==> src/rtl/instr_prefetch_if.sv <==
// Signal bundle for instr_prefetch: core-side instruction handshake plus the
// Avalon-MM read master towards instruction memory.
interface instr_prefetch_if;
  logic        ins_valid;
  logic [31:0] ins_data;
  logic [31:0] ins_pc;
  logic        ins_ready;
  logic [31:0] avm_address;
  logic        avm_read;
  logic [3:0]  avm_byteenable;
  logic [31:0] avm_readdata;
  logic        avm_readdatavalid;
  logic        avm_waitrequest;

  modport master (
    output ins_valid, ins_data, ins_pc, avm_address, avm_read, avm_byteenable,
    input  ins_ready, avm_readdata, avm_readdatavalid, avm_waitrequest
  );

  modport slave (
    input  ins_valid, ins_data, ins_pc, avm_address, avm_read, avm_byteenable,
    output ins_ready, avm_readdata, avm_readdatavalid, avm_waitrequest
  );
endinterface

==> src/rtl/instr_prefetch.sv <==
// Instruction prefetch: credit-limited pipelined Avalon-MM word reads into a
// small {pc,data} FIFO, with redirect flush and in-flight response discard.
module instr_prefetch #(
  parameter int unsigned DEPTH    = 4,
  parameter logic [31:0] RESET_PC = 32'h0000_0000
) (
  input  logic             clk,
  input  logic             rst,
  input  logic             redirect,
  input  logic [31:0]      redirect_pc,
  instr_prefetch_if.master bus
);
  localparam int unsigned PW = $clog2(DEPTH);
  localparam int unsigned CW = PW + 1;
  localparam int unsigned DW = 16;
  localparam logic [CW:0] DEPTH_C = (CW+1)'(DEPTH);

  typedef enum logic {REQ_LIVE, REQ_STALE} req_state_e;

  req_state_e    state_q, state_d;
  logic [31:0]   stale_addr_q, stale_addr_d;
  logic [31:0]   fetch_pc_q, fetch_pc_d;
  logic [31:0]   fifo_pc_q [DEPTH];
  logic [31:0]   fifo_pc_d [DEPTH];
  logic [31:0]   fifo_data_q [DEPTH];
  logic [31:0]   fifo_data_d [DEPTH];
  logic [PW-1:0] wr_ptr_q, wr_ptr_d, rd_ptr_q, rd_ptr_d;
  logic [CW-1:0] count_q, count_d;
  logic [CW-1:0] outstanding_q, outstanding_d;
  logic [DW-1:0] discard_q, discard_d;
  logic [31:0]   rq_pc_q [DEPTH];
  logic [31:0]   rq_pc_d [DEPTH];
  logic [PW-1:0] rq_wr_q, rq_wr_d, rq_rd_q, rq_rd_d;

  logic        credit_ok, avm_read, ins_valid;
  logic [31:0] avm_address, redirect_aligned;
  logic        accept, live_accept, stale_accept, keep, drop, consume;

  always_comb begin
    credit_ok        = ({1'b0, count_q} + {1'b0, outstanding_q}) < DEPTH_C;
    // A request stalled across a redirect stays on the bus with its old address.
    avm_read         = !rst && ((state_q == REQ_STALE) || credit_ok);
    avm_address      = (state_q == REQ_STALE) ? stale_addr_q : fetch_pc_q;
    ins_valid        = (count_q != '0);
    redirect_aligned = redirect_pc & 32'hFFFF_FFFC;

    accept       = avm_read && !bus.avm_waitrequest;
    live_accept  = accept && (state_q == REQ_LIVE);
    stale_accept = accept && (state_q == REQ_STALE);
    drop         = bus.avm_readdatavalid && (discard_q != '0);
    keep         = bus.avm_readdatavalid && (discard_q == '0);
    consume      = ins_valid && bus.ins_ready;

    bus.avm_read       = avm_read;
    bus.avm_address    = avm_address;
    bus.avm_byteenable = '1;
    bus.ins_valid      = ins_valid;
    bus.ins_pc         = ins_valid ? fifo_pc_q[rd_ptr_q]   : '0;
    bus.ins_data       = ins_valid ? fifo_data_q[rd_ptr_q] : '0;
  end

  always_comb begin
    state_d       = state_q;
    stale_addr_d  = stale_addr_q;
    fetch_pc_d    = fetch_pc_q;
    fifo_pc_d     = fifo_pc_q;
    fifo_data_d   = fifo_data_q;
    wr_ptr_d      = wr_ptr_q;
    rd_ptr_d      = rd_ptr_q;
    count_d       = count_q;
    outstanding_d = outstanding_q;
    discard_d     = discard_q;
    rq_pc_d       = rq_pc_q;
    rq_wr_d       = rq_wr_q;
    rq_rd_d       = rq_rd_q;

    if (redirect) begin
      // Everything in flight (plus a same-cycle acceptance) becomes discard;
      // a same-cycle response is dropped and removed from the total.
      count_d       = '0;
      wr_ptr_d      = '0;
      rd_ptr_d      = '0;
      rq_wr_d       = '0;
      rq_rd_d       = '0;
      outstanding_d = '0;
      discard_d     = discard_q + DW'(outstanding_q) + DW'(accept)
                      - DW'(bus.avm_readdatavalid);
      fetch_pc_d    = redirect_aligned;
      state_d       = (avm_read && bus.avm_waitrequest) ? REQ_STALE : REQ_LIVE;
      stale_addr_d  = avm_address;
    end else begin
      if (live_accept) begin
        fetch_pc_d       = fetch_pc_q + 32'd4;
        rq_pc_d[rq_wr_q] = fetch_pc_q;
        rq_wr_d          = rq_wr_q + PW'(1);
      end
      if (stale_accept) begin
        state_d = REQ_LIVE;
      end
      if (keep) begin
        fifo_pc_d[wr_ptr_q]   = rq_pc_q[rq_rd_q];
        fifo_data_d[wr_ptr_q] = bus.avm_readdata;
        wr_ptr_d              = wr_ptr_q + PW'(1);
        rq_rd_d               = rq_rd_q + PW'(1);
      end
      if (consume) begin
        rd_ptr_d = rd_ptr_q + PW'(1);
      end
      discard_d     = discard_q + DW'(stale_accept) - DW'(drop);
      outstanding_d = outstanding_q + CW'(live_accept) - CW'(keep);
      count_d       = count_q + CW'(keep) - CW'(consume);
    end
  end

  always_ff @(posedge clk or posedge rst) begin
    if (rst) begin
      state_q       <= REQ_LIVE;
      stale_addr_q  <= '0;
      fetch_pc_q    <= RESET_PC;
      wr_ptr_q      <= '0;
      rd_ptr_q      <= '0;
      count_q       <= '0;
      outstanding_q <= '0;
      discard_q     <= '0;
      rq_wr_q       <= '0;
      rq_rd_q       <= '0;
      for (int unsigned i = 0; i < DEPTH; i++) begin
        fifo_pc_q[i]   <= '0;
        fifo_data_q[i] <= '0;
        rq_pc_q[i]     <= '0;
      end
    end else begin
      state_q       <= state_d;
      stale_addr_q  <= stale_addr_d;
      fetch_pc_q    <= fetch_pc_d;
      wr_ptr_q      <= wr_ptr_d;
      rd_ptr_q      <= rd_ptr_d;
      count_q       <= count_d;
      outstanding_q <= outstanding_d;
      discard_q     <= discard_d;
      rq_wr_q       <= rq_wr_d;
      rq_rd_q       <= rq_rd_d;
      for (int unsigned i = 0; i < DEPTH; i++) begin
        fifo_pc_q[i]   <= fifo_pc_d[i];
        fifo_data_q[i] <= fifo_data_d[i];
        rq_pc_q[i]     <= rq_pc_d[i];
      end
    end
  end
endmodule

==> src/flat_wrapper.sv <==
// flat-port wrapper written by rule: the top's interface ports become plain ports
module instr_prefetch_flat 
#(
  parameter int unsigned DEPTH    = 4,
  parameter logic [31:0] RESET_PC = 32'h0000_0000
)
  (clk, rst, redirect, redirect_pc, bus_ins_valid, bus_ins_data, bus_ins_pc, bus_avm_address, bus_avm_read, bus_avm_byteenable, bus_ins_ready, bus_avm_readdata, bus_avm_readdatavalid, bus_avm_waitrequest);
  instr_prefetch_if bus_i ();
  input  logic clk;
  input  logic rst;
  input  logic redirect;
  input  logic [31:0] redirect_pc;
  output wire logic [$bits(bus_i.ins_valid)-1:0] bus_ins_valid;
  output wire logic [$bits(bus_i.ins_data)-1:0] bus_ins_data;
  output wire logic [$bits(bus_i.ins_pc)-1:0] bus_ins_pc;
  output wire logic [$bits(bus_i.avm_address)-1:0] bus_avm_address;
  output wire logic [$bits(bus_i.avm_read)-1:0] bus_avm_read;
  output wire logic [$bits(bus_i.avm_byteenable)-1:0] bus_avm_byteenable;
  input wire logic [$bits(bus_i.ins_ready)-1:0] bus_ins_ready;
  input wire logic [$bits(bus_i.avm_readdata)-1:0] bus_avm_readdata;
  input wire logic [$bits(bus_i.avm_readdatavalid)-1:0] bus_avm_readdatavalid;
  input wire logic [$bits(bus_i.avm_waitrequest)-1:0] bus_avm_waitrequest;
  assign bus_ins_valid = bus_i.ins_valid;
  assign bus_ins_data = bus_i.ins_data;
  assign bus_ins_pc = bus_i.ins_pc;
  assign bus_avm_address = bus_i.avm_address;
  assign bus_avm_read = bus_i.avm_read;
  assign bus_avm_byteenable = bus_i.avm_byteenable;
  assign bus_i.ins_ready = bus_ins_ready;
  assign bus_i.avm_readdata = bus_avm_readdata;
  assign bus_i.avm_readdatavalid = bus_avm_readdatavalid;
  assign bus_i.avm_waitrequest = bus_avm_waitrequest;
  instr_prefetch #(.DEPTH(DEPTH), .RESET_PC(RESET_PC)) u_core (.clk(clk), .rst(rst), .redirect(redirect), .redirect_pc(redirect_pc), .bus(bus_i));
endmodule
==> config.mk <==
export PLATFORM = sky130hd
export DESIGN_NAME = instr_prefetch_flat
export DESIGN_NICKNAME = d
export VERILOG_FILES = /design/src/rtl/instr_prefetch_if.sv /design/src/rtl/instr_prefetch.sv /design/src/flat_wrapper.sv
export SDC_FILE = /design/constraint.sdc
export NUM_CORES = 1
export LEC_CHECK = 0
export ABC_AREA = 1
export ABC_CLOCK_PERIOD_IN_PS = 19950
export CORE_MARGIN = 5
export CORE_UTILIZATION = 40
export DETAILED_ROUTE_END_ITERATION = 12
export HOLD_SLACK_MARGIN = 0.06
export MAX_ROUTING_LAYER = met4
export PLACE_DENSITY = 0.61
export SLEW_MARGIN = 20
export SYNTH_ARGS = -nofsm -noshare
export SYNTH_HDL_FRONTEND = slang
export SYNTH_SLANG_ARGS = --single-unit
==> constraint.sdc <==
create_clock -name clk -period 19.95 [get_ports clk]
set_input_delay 3.99 -clock clk [delete_from_list [all_inputs] [get_ports clk]]
set_output_delay 3.99 -clock clk [all_outputs]
set_load 0.005 [all_outputs]
==> metrics.csv, run 1 <==
stage,metric,value,unit
status,status,completed,
power,peak supply drop,0.0000859,V
floorplan,Die W,251,um
setup_path,"setup slack, reg-to-reg",16.70,ns
power,switching power,1.15,mW
floorplan,I/O pins,172,
floorplan,Rows,88,
finish,fin nets,3063,
global_route,M1 GR Usage,27.1,%
placement,Placed Cells,3656,
global_route,first-pass GRT wire length,99.8,mm
setup_path,CP top delay family,buffers and inverters,
setup_path,Critical-path top delay cell,clkdlybuf4s50_1,
finish,flip-flops,461,
clock_tree,CTS tree,yes,
finish,flop share of the area,43.2,%
route,First-pass DRT Iterations,5,
clock_tree,clk_lat worst skew,0.59,ns
synth,most common cell in the netlist,nand2_1,
setup_path,Crit path depth,3,
setup_path,Startpoint Class,input port,
placement,GP Congestion,0.918,
flow_run,Tool Warnings,44,
clock_tree,"Hold-fix buffers, CTS",0,
sta,Setup TNS,0,ns
synth,and+or+nand+nor area frac,17.9,%
setup_path,crit end category,primary output,
hold_path,min-delay src,u_core.rq_pc_q[63],
clock_tree,Post-CTS Setup Inserts,0,
power,total power,3.13,mW
power,Clk pwr share,29.1,%
finish,nonclk inv count,299,
sta,fin crit period,9.29,ns
setup_path,data required time of the worst path,15.96,ns
setup_path,critical path class,in2out,
setup_path,r2r worst-path depth,18,
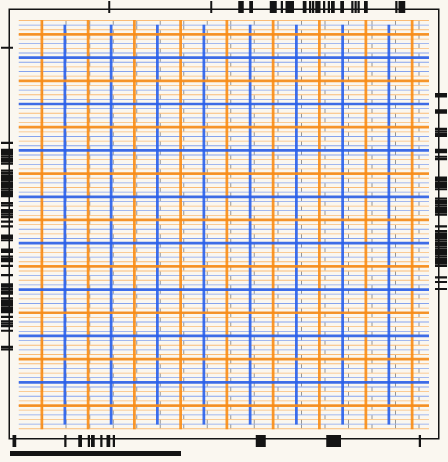
(run_1/floorplan.png)
The bar under the picture is 100 um long. Pins as bars on the die edge. Tap cells in gray.
VSS: shown in orange. VDD: shown in blue.
17 straps on met5. 17 straps on met4. 172 signal pins sit on the boundary. The core has 88 rows.

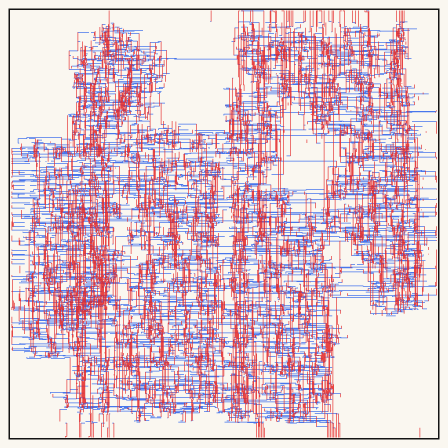
(run_1/layers.png)
Only two layers are drawn.
M1: shown in blue, wire length 29.1 mm. M2: shown in red, wire length 27.9 mm.
Routed WL per cell: 16.3 um
DR vias: 19200

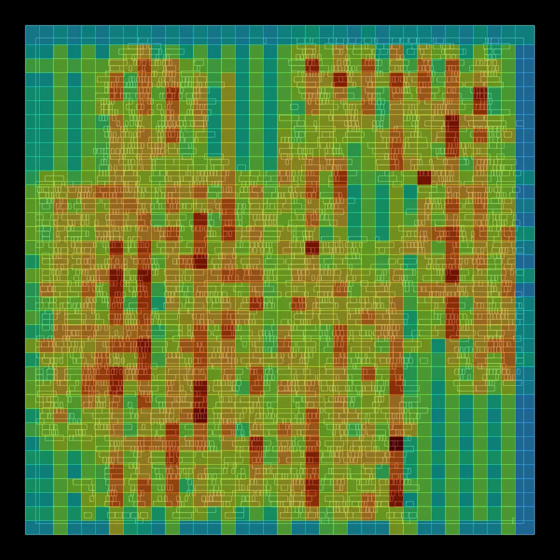
(run_1/congestion_map.png)
met2 Use GR: 30.8%
met3 Use GR: 2.65%
GRT Resource Usage Total: 19.6%

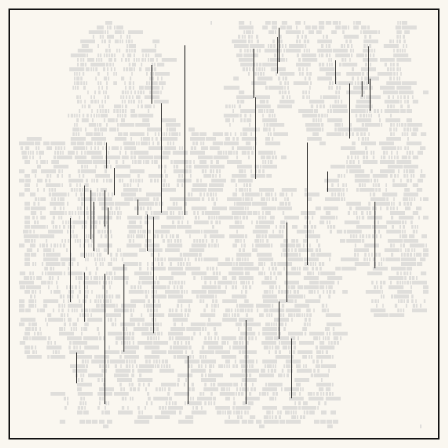
(run_1/m4.png)
Cells faint in the background.
The layer holds 2.0% of the routed length. 18 nets have wire on it.
Final Routed Wirelength: 61.2 mm

==> run 2, diff against run 1 <==
ABC_CLOCK_PERIOD_IN_PS = 7500   (was 19950)
PLACE_DENSITY = 0.63   (was 0.61)
clock period = 7.5 ns   (was 19.95 ns; I/O delays follow)
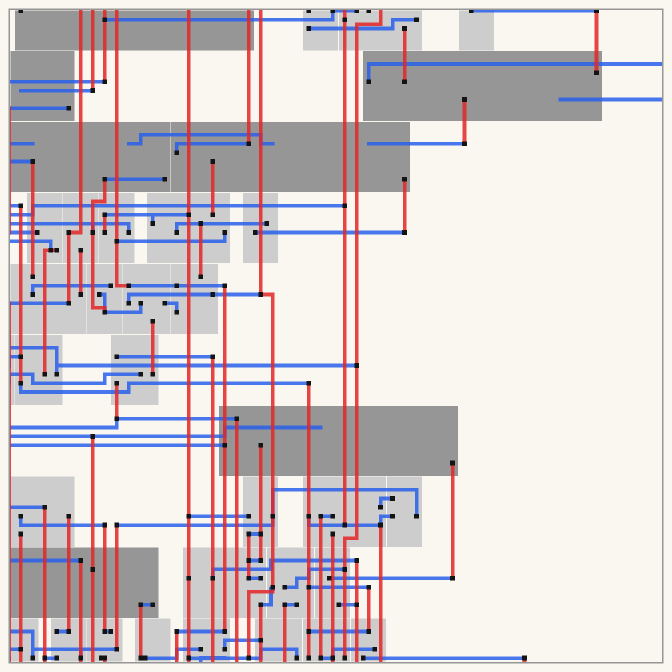
(run_2/closeup.png)
Region (176, 50) to (201, 75) um. Cells in gray, sequential cells in the stronger gray; small squares are vias.
M2: shown in red. M1: shown in blue.
Netlist names of flops here include u_core.fifo_pc_q (6). Sequential cells in the window: 6. Most frequent: inv_1 (8), nor2_1 (7). 35 logic cells have their middle in the window.

==> metrics.csv, run 2 <==
stage,metric,value,unit
setup_path,CP top delay family,buffers and inverters,
global_route,GRT Resource Usage Total,19.6,%
power,peak supply drop,0.000202,V
setup_path,Critical-path top delay cell,clkinv_2,
setup_path,crit-path max cell delay,1.03,ns
finish,fin nets,3070,
placement,Placed Area,0.0252,mm^2
flow_run,Tool Warnings,45,
setup_path,crit end category,primary output,
floorplan,Die W,251,um
synth,yosys xor share,0.717,%
placement,Placed Cells,3658,
route,First-pass DRT Iterations,5,
setup_path,Crit path depth,6,
hold_path,min-delay src,u_core.fifo_data_q[84],
clock_tree,Root Driver,clkbuf_16,
placement,DPL Wire Length,37.7,mm
finish,Top class by area,flip-flops and latches,
floorplan,I/O pins,172,
finish,final core utilization,47.1,%
finish,combinational share of cell area,35.9,%
route,DRT iter0 DRCs,1609,
route,Highest Signal Layer,met4,
sta,final hold viol count,0,
global_route,met3 Use GR,3.45,%
synth,biggest area cells,"dfrtp_1 (50%), o21ai_0 (10%), nand2_1 (8.8%)",
clock_tree,CTS tree,yes,
setup_path,crit-path max FO,79,
placement,PortBufs,163,
clock_tree,clk_lat worst skew,0.61,ns
clock_tree,htree depth,2,
finish,nonclk inv count,299,
setup_path,most frequent CP cell,a21oi_1,
route,Final Routed Wirelength,61.1,mm
finish,Largest regs,"u_core.fifo_data_q (128), u_core.fifo_pc_q (120), u_core.rq_pc_q (120)",
sta,fin crit period,5.89,ns
power,Power Density,318,mW/mm^2
setup_path,r2r worst-path depth,18,
global_route,largest net degree at the start of global routing,187,
floorplan,Rows,88,
finish,max FFs per register,128,
power,switching power,3.11,mW
synth,and+or+nand+nor area frac,17.9,%
status,status,completed,
finish,fin area,0.0271,mm^2
sta,Worst-Margin Slew,1.10,ns
global_route,first-pass GRT wire length,99.7,mm
finish,flop share of the area,42.6,%
power,Top power group,sequential cells,
route,# DRC,0,
power,Clk pwr share,30.9,%
route,Metal-1 WL,29.2,mm
clock_tree,Post-CTS Setup Inserts,0,
global_route,M1 GR Usage,27.5,%
finish,non-filler instance count after layout,3761,
synth,most common cell in the netlist,nand2_1,
hold_path,Min-Delay Endpoint,u_core.fifo_data_q[84],
global_route,initial antenna violation count,0,
power,total power,8.61,mW
clock_tree,"Hold-fix buffers, CTS",0,
finish,largest register by flop count,u_core.fifo_data_q,
route,DR vias,19300,
finish,Layout non-clock buf frac,7.04,%
hold_path,Hold Crit Class,reg2reg,
global_route,met2 Use GR,30.2,%
route,Routed WL per cell,16.2,um
placement,GP Congestion,0.888,
finish,layout cells sized above 1,8.68,%
route,post-route ant nets,0,
setup_path,"setup slack, reg-to-reg",4.23,ns
setup_path,critical path class,reg2out,
setup_path,data required time of the worst path,6.00,ns
synth,"EDFF count, synth",0,
sta,Setup TNS,0,ns
floorplan,Chip Area,0.0630,mm^2
setup_path,Startpoint Class,flop,
floorplan,tap cell count,765,
finish,flip-flops,461,
finish,"Buffers, non-clock",190,
setup_path,reg2reg end,u_core.discard_q[8],
No activity file was given, so power comes from the tool's default toggle rates.
